[config.mk]
export PLATFORM = sky130hd
export DESIGN_NAME = seg_display_bank
export DESIGN_NICKNAME = d
export VERILOG_FILES = /design/src/rtl/seg_display_bank.sv
export SDC_FILE = /design/constraint.sdc
export NUM_CORES = 1
export LEC_CHECK = 0
export ABC_CLOCK_PERIOD_IN_PS = 4750
export CAP_MARGIN = 30
export CORE_UTILIZATION = 60
export DETAILED_ROUTE_END_ITERATION = 16
export GPL_TIMING_DRIVEN = 1
export PLACE_DENSITY = 0.8
export SLEW_MARGIN = 20
export SYNTH_ARGS = -nofsm -noshare
export SYNTH_HDL_FRONTEND = slang
export SYNTH_SLANG_ARGS = --single-unit
[constraint.sdc]
create_clock -name clock -period 4.75 [get_ports clock]
set_clock_uncertainty 0.15 [all_clocks]
set_input_delay 1.1875 -clock clock [delete_from_list [all_inputs] [get_ports clock]]
set_output_delay 1.1875 -clock clock [all_outputs]
set_load 0.05 [all_outputs]
[src/rtl/seg_display_bank.sv]
// seg_display_bank: multi-digit seven-segment driver (hex or decimal).
// Decimal values pass through a one-bit-per-cycle double-dabble unit.
// Ports: clock, resetn (async, active low), wr_en/wr_data/wr_dec write,
//   blank_lz level, seg_out active-low a..g per digit, busy, overflow.
// Optional blink: define SEG_DISPLAY_BANK_BLINK_EN (adds BLINK_DIV and
//   blink_mask[NUM_DIGITS-1:0]).
module seg_display_bank #(
    parameter int NUM_DIGITS  = 8,
    parameter int VALUE_WIDTH = 32
`ifdef SEG_DISPLAY_BANK_BLINK_EN
    ,
    parameter int BLINK_DIV   = 5_000_000
`endif
) (
    input  logic                     clock,
    input  logic                     resetn,
    input  logic                     wr_en,
    input  logic [VALUE_WIDTH-1:0]   wr_data,
    input  logic                     wr_dec,
    input  logic                     blank_lz,
`ifdef SEG_DISPLAY_BANK_BLINK_EN
    input  logic [NUM_DIGITS-1:0]    blink_mask,
`endif
    output logic [7*NUM_DIGITS-1:0]  seg_out,
    output logic                     busy,
    output logic                     overflow
);

    localparam int DW = 4 * NUM_DIGITS;
    localparam int XW = (VALUE_WIDTH > DW) ? VALUE_WIDTH : DW;
    localparam int CW = $clog2(VALUE_WIDTH);

    typedef enum logic [1:0] {
        S_IDLE,
        S_CONV,
        S_COMMIT
    } state_t;

    state_t                 state_q;
    logic [DW-1:0]          dig_q;
    logic [DW-1:0]          bcd_q;
    logic [DW-1:0]          bcd_adj;
    logic [VALUE_WIDTH-1:0] sh_q;
    logic [CW-1:0]          cnt_q;
    logic                   ovf_q;
    logic                   sticky_q;
    logic                   shown_q;
    logic                   pend_v_q;
    logic                   pend_dec_q;
    logic [VALUE_WIDTH-1:0] pend_data_q;

    // Next work item: a buffered write always goes ahead of a new one.
    logic [VALUE_WIDTH-1:0] item_data;
    logic                   item_dec;
    logic [XW-1:0]          item_ext;
    logic [DW-1:0]          item_hex;
    logic                   item_hex_ovf;

    always_comb begin
        item_data    = pend_v_q ? pend_data_q : wr_data;
        item_dec     = pend_v_q ? pend_dec_q : wr_dec;
        item_ext     = XW'(item_data);
        item_hex     = item_ext[DW-1:0];
        item_hex_ovf = |(item_ext >> DW);
    end

    always_comb begin
        bcd_adj = bcd_q;
        for (int i = 0; i < NUM_DIGITS; i++) begin
            if (bcd_q[4*i +: 4] >= 4'd5)
                bcd_adj[4*i +: 4] = bcd_q[4*i +: 4] + 4'd3;
        end
    end

    always_ff @(posedge clock or negedge resetn) begin
        if (!resetn) begin
            state_q     <= S_IDLE;
            dig_q       <= '0;
            bcd_q       <= '0;
            sh_q        <= '0;
            cnt_q       <= '0;
            ovf_q       <= 1'b0;
            sticky_q    <= 1'b0;
            shown_q     <= 1'b0;
            pend_v_q    <= 1'b0;
            pend_dec_q  <= 1'b0;
            pend_data_q <= '0;
        end else begin
            unique case (state_q)
                S_IDLE: begin
                    if (pend_v_q) begin
                        pend_v_q <= wr_en;
                        if (wr_en) begin
                            pend_data_q <= wr_data;
                            pend_dec_q  <= wr_dec;
                        end
                    end
                    if (pend_v_q || wr_en) begin
                        if (item_dec) begin
                            sh_q     <= item_data;
                            bcd_q    <= '0;
                            sticky_q <= 1'b0;
                            cnt_q    <= CW'(VALUE_WIDTH - 1);
                            state_q  <= S_CONV;
                        end else begin
                            dig_q   <= item_hex;
                            ovf_q   <= item_hex_ovf;
                            shown_q <= 1'b1;
                        end
                    end
                end
                S_CONV: begin
                    if (wr_en) begin
                        pend_v_q    <= 1'b1;
                        pend_data_q <= wr_data;
                        pend_dec_q  <= wr_dec;
                    end
                    sh_q     <= sh_q << 1;
                    bcd_q    <= {bcd_adj[DW-2:0], sh_q[VALUE_WIDTH-1]};
                    // a carry out of the top digit means too many digits
                    sticky_q <= sticky_q | bcd_adj[DW-1];
                    if (cnt_q == '0)
                        state_q <= S_COMMIT;
                    else
                        cnt_q <= cnt_q - 1'b1;
                end
                S_COMMIT: begin
                    // a write landing here is always queued for next time
                    pend_v_q <= wr_en;
                    if (wr_en) begin
                        pend_data_q <= wr_data;
                        pend_dec_q  <= wr_dec;
                    end
                    shown_q <= 1'b1;
                    state_q <= S_IDLE;
                    // a later hex write supersedes the converted value
                    if (pend_v_q && !pend_dec_q) begin
                        dig_q <= item_hex;
                        ovf_q <= item_hex_ovf;
                    end else begin
                        dig_q <= bcd_q;
                        ovf_q <= sticky_q;
                    end
                    if (pend_v_q && pend_dec_q) begin
                        sh_q     <= item_data;
                        bcd_q    <= '0;
                        sticky_q <= 1'b0;
                        cnt_q    <= CW'(VALUE_WIDTH - 1);
                        state_q  <= S_CONV;
                    end
                end
                default: state_q <= S_IDLE;
            endcase
        end
    end

    assign busy     = (state_q != S_IDLE) | pend_v_q;
    assign overflow = ovf_q;

`ifdef SEG_DISPLAY_BANK_BLINK_EN
    localparam int BW = (BLINK_DIV > 1) ? $clog2(BLINK_DIV) : 1;

    logic [BW-1:0] blink_cnt_q;
    logic          blink_off_q;

    always_ff @(posedge clock or negedge resetn) begin
        if (!resetn) begin
            blink_cnt_q <= '0;
            blink_off_q <= 1'b0;
        end else if (blink_cnt_q == BW'(BLINK_DIV - 1)) begin
            blink_cnt_q <= '0;
            blink_off_q <= ~blink_off_q;
        end else begin
            blink_cnt_q <= blink_cnt_q + 1'b1;
        end
    end
`endif

    function automatic logic [6:0] seg7(input logic [3:0] n);
        unique case (n)
            4'h0: seg7 = 7'h40;
            4'h1: seg7 = 7'h79;
            4'h2: seg7 = 7'h24;
            4'h3: seg7 = 7'h30;
            4'h4: seg7 = 7'h19;
            4'h5: seg7 = 7'h12;
            4'h6: seg7 = 7'h02;
            4'h7: seg7 = 7'h78;
            4'h8: seg7 = 7'h00;
            4'h9: seg7 = 7'h10;
            4'hA: seg7 = 7'h08;
            4'hB: seg7 = 7'h03;
            4'hC: seg7 = 7'h46;
            4'hD: seg7 = 7'h21;
            4'hE: seg7 = 7'h06;
            default: seg7 = 7'h0E;
        endcase
    endfunction

    logic       zero_above;
    logic [3:0] nib;
    logic [6:0] seg;

    // Walk from the top digit down so zero_above covers this digit too.
    always_comb begin
        seg_out    = '1;
        zero_above = 1'b1;
        nib        = 4'h0;
        seg        = 7'h7F;
        for (int i = NUM_DIGITS - 1; i >= 0; i--) begin
            nib        = dig_q[4*i +: 4];
            zero_above = zero_above & (nib == 4'h0);
            if (!shown_q)
                seg = 7'h7F;
            else if (ovf_q)
                seg = 7'h3F;
            else if (blank_lz && zero_above && i != 0)
                seg = 7'h7F;
            else
                seg = seg7(nib);
`ifdef SEG_DISPLAY_BANK_BLINK_EN
            if (blink_off_q && blink_mask[i])
                seg = 7'h7F;
`endif
            seg_out[7*i +: 7] = seg;
        end
    end

endmodule

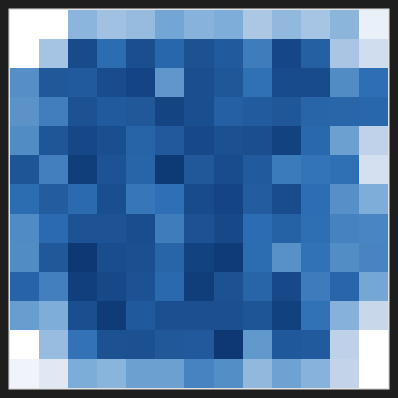
Fig. 1. Cell area per tile (run 1).
(3 px per µm) 13 x 13 tiles, from white (low) to dark blue (high), 0 to 100% covered.
tiles over 75% full: 56%
nearly empty tiles: 3.6%
fullest tile: 97%
mean over tiles: 69%

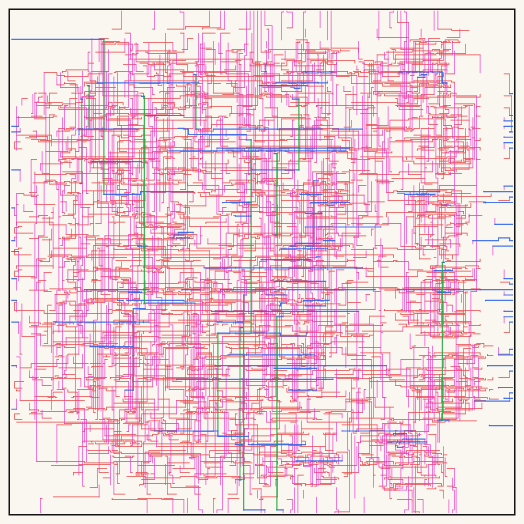
Fig. 2. Wiring by layer (run 1).
(4 px per µm)
| colour | layer | wire length |
|---|---|---|
| green | metal 4 | 463 µm |
| magenta | metal 2 | 10100 µm |
| red | metal 1 | 9490 µm |
| blue | metal 3 | 1070 µm |

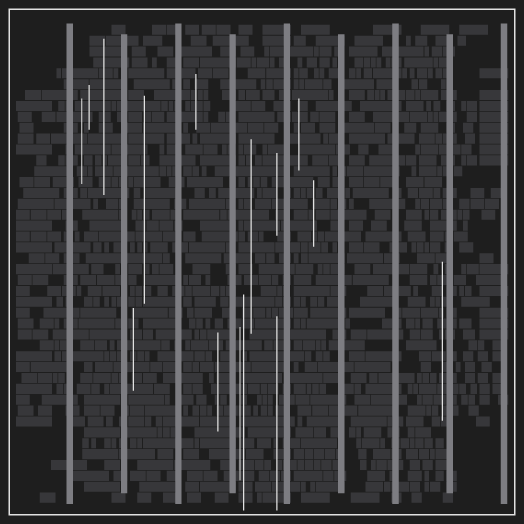
Fig. 3. The metal 4 layer (run 1).
(4 px per µm) Supply wires on this layer in grey. Cells faint in the background.
share of all routed wire: 2.2%
main direction: vertical
wire length on this layer: 463 µm
via count: 7478
drt total wl: 21100 µm

==> reports/qor.txt, run 1 <==
Nonclk buf count -> 108
DRT antenna net count -> 0
Antenna violations before repair -> 1
Biggest area cells -> dfrtp_1 (38%), mux2_2 (9.6%), ha_1 (8.7%), mux2i_1 (7.6%), o21ai_0 (4.5%)
Main flop type -> dfrtp_1
CTS max path bufs -> 2
Resize count post-CTS -> 0
Clk slew on worst S/H paths -> 50 ps
Status -> complete, no violations
WL met2 -> 10100 µm
Synthesized cell area -> 9220 µm²
Non-clk buf share -> 12.8%
Asr flop ratio synth -> 100%
Worst Hold End -> sh_q[27]$_DFFE_PN0P_
GR Util All Layers -> 27.9%
Worst r2r path cells -> 6
Tap cells -> 184
Tool warnings -> 73
Final Max Slew Viols -> 0
Vias/cell -> 5.95
Simple-Gate Area Share -> 13.2%
-- run 1: cell usage in the layout, fill, tap and decap left out, drive strengths merged, types with 11 or more instances in the layout --
| master | netlist | layout |
|---|---|---|
| nand3 | 15 | 15 |
| xnor2 | 11 | 11 |
| inv | 63 | 64 |
| clkbuf | 42 | 21 |
| nor2 | 63 | 63 |
| nor3 | 13 | 13 |
| mux2 | 79 | 79 |
| o22ai | 16 | 16 |
| a21oi | 51 | 51 |
| mux2i | 70 | 70 |
| clkdlybuf4s50 | 0 | 44 |
| buf | 16 | 64 |
| nand2 | 99 | 99 |
| ha | 64 | 64 |
| dfrtp | 140 | 140 |
| nand2b | 30 | 30 |
| o311ai | 17 | 17 |
| o21ai | 83 | 83 |
| o211ai | 36 | 36 |
## Run 2: what changed since run 1
--- a/config.mk
+++ b/config.mk
@@ -7,10 +7,11 @@
 export LEC_CHECK = 0
 export ABC_CLOCK_PERIOD_IN_PS = 4750
 export CAP_MARGIN = 30
-export CORE_UTILIZATION = 60
+export CORE_UTILIZATION = 63
 export DETAILED_ROUTE_END_ITERATION = 16
 export GPL_TIMING_DRIVEN = 1
-export PLACE_DENSITY = 0.8
+export PLACE_DENSITY = 0.83
+export SETUP_SLACK_MARGIN = 0.02
 export SLEW_MARGIN = 20
 export SYNTH_ARGS = -nofsm -noshare
 export SYNTH_HDL_FRONTEND = slang
==> run 2 against run 1 <==
  * Synthesized cell count stayed put
  * Design area grew 0.16%
  * Via count grew 2.5%
  * Register-to-register slack about the same
  * Highest routed layer unchanged
  * Critical path type unchanged
  * First-iteration DRC count grew 3.1%
  * Flip-flop count stayed put
  * Global-route usage increased by 1.3 points
  * Setup slack gained 30 ps
  * Sequential share of layout area hardly changed
  * Die size shrank 4.7%
==> reports/qor.txt, run 2 <==
Status -> complete, no violations (unchanged)
Most frequent cells in the layout -> dfrtp_1 (139), nand2_1 (98), o21ai_0 (83) (unchanged)
CTS sink cnt -> 140 (unchanged)
Worst Path Buf+Inv -> 3 (unchanged)
Asr flop ratio synth -> 100% (unchanged)
Clk slew on worst S/H paths -> 50 ps (about the same)
CTS max path bufs -> 2 (unchanged)
Worst-margin pin slew -> 930 ps (was 967 ps)
Nonclk buf count -> 108 (unchanged)
Antenna violations before repair -> 0 (was 1)
TritonCTS clock tree -> yes (unchanged)
Tool warnings -> 75 (was 73)
GR Util All Layers -> 29.2% (was 27.9%)
EDFF count, synth -> 0 (unchanged)
Worst r2r path cells -> 6 (unchanged)
Final Max Slew Viols -> 0 (unchanged)
Comb area share -> 46.9% (about the same)
Most common logic cell in the routed design -> dfrtp_1 (unchanged)
Non-clk buf share -> 12.8% (about the same)
Crit-path leading delay family -> buffers and inverters (unchanged)
Resize count post-CTS -> 0 (unchanged)
Yosys Instances -> 990 (unchanged)
Tap cells -> 180 (was 184)
Main flop type -> dfrtp_1 (unchanged)
Biggest area cells -> dfrtp_1 (38%), mux2_2 (9.6%), ha_1 (8.7%), mux2i_1 (7.6%), o21ai_0 (4.5%) (unchanged)
Yosys reg bits -> 140 (unchanged)
Vias/cell -> 6.13 (was 5.95)
run 2: cell counts after synthesis:
No cell type changed its count.
run 2: metal layers:
| layer | track usage (%) | up-vias | wire [µm] | share of wire [%] |
|---|---|---|---|---|
| li1 | - | 3663 | - | - |
| met1 | 40.9 | 3721 | 9530 | 45 |
| met2 | 46.3 | 249 | 10100 | 47 |
| met3 | 4.11 | 33 | 1240 | 5.8 |
| met4 | 10.9 | 0 | 417 | 2.0 |
| met5 | 0 | - | 0 | 0 |
run 2: cell families after synthesis:
| family | synth area share, % |
|---|---|
| compound gates | 16.7 |
| xor+xnor | 1.04 |
| fa+ha+maj | 8.68 |
| buf+inv | 5.07 |
| flops | 38.0 |
| mux | 17.2 |
| simple gates | 13.2 |
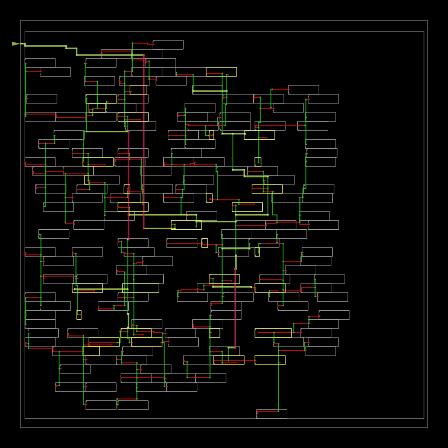
Fig. 4. Clock routing (run 2).
Num CTS Buffers: 17
final-layout clock buffer total: 24
worst-skew pair later-pin latency: 420 ps

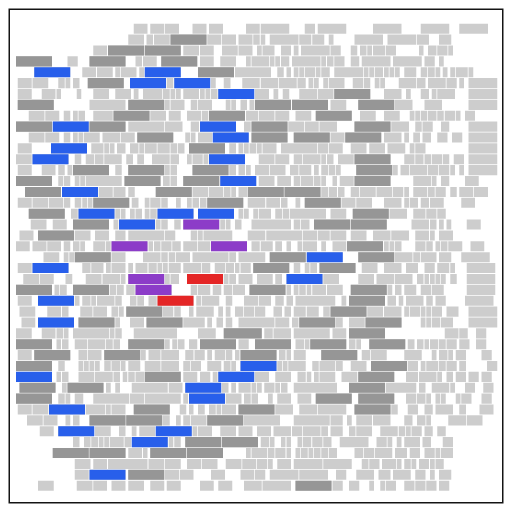
Fig. 5. Where the registers sit (run 2).
(4 px per µm)
| colour | netlist name | flops |
|---|---|---|
| blue | sh_q | 32 |
| red | state_q | 2 |
| purple | cnt_q | 5 |
not coloured: 101
Final Util: 79.7%
Flop area: 3500 µm²

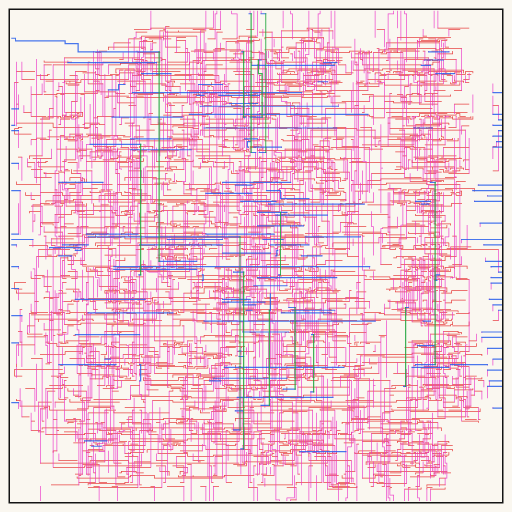
Fig. 6. Wiring by layer (run 2).
(4 px per µm)
via count: 7666
drt total wl: 21300 µm

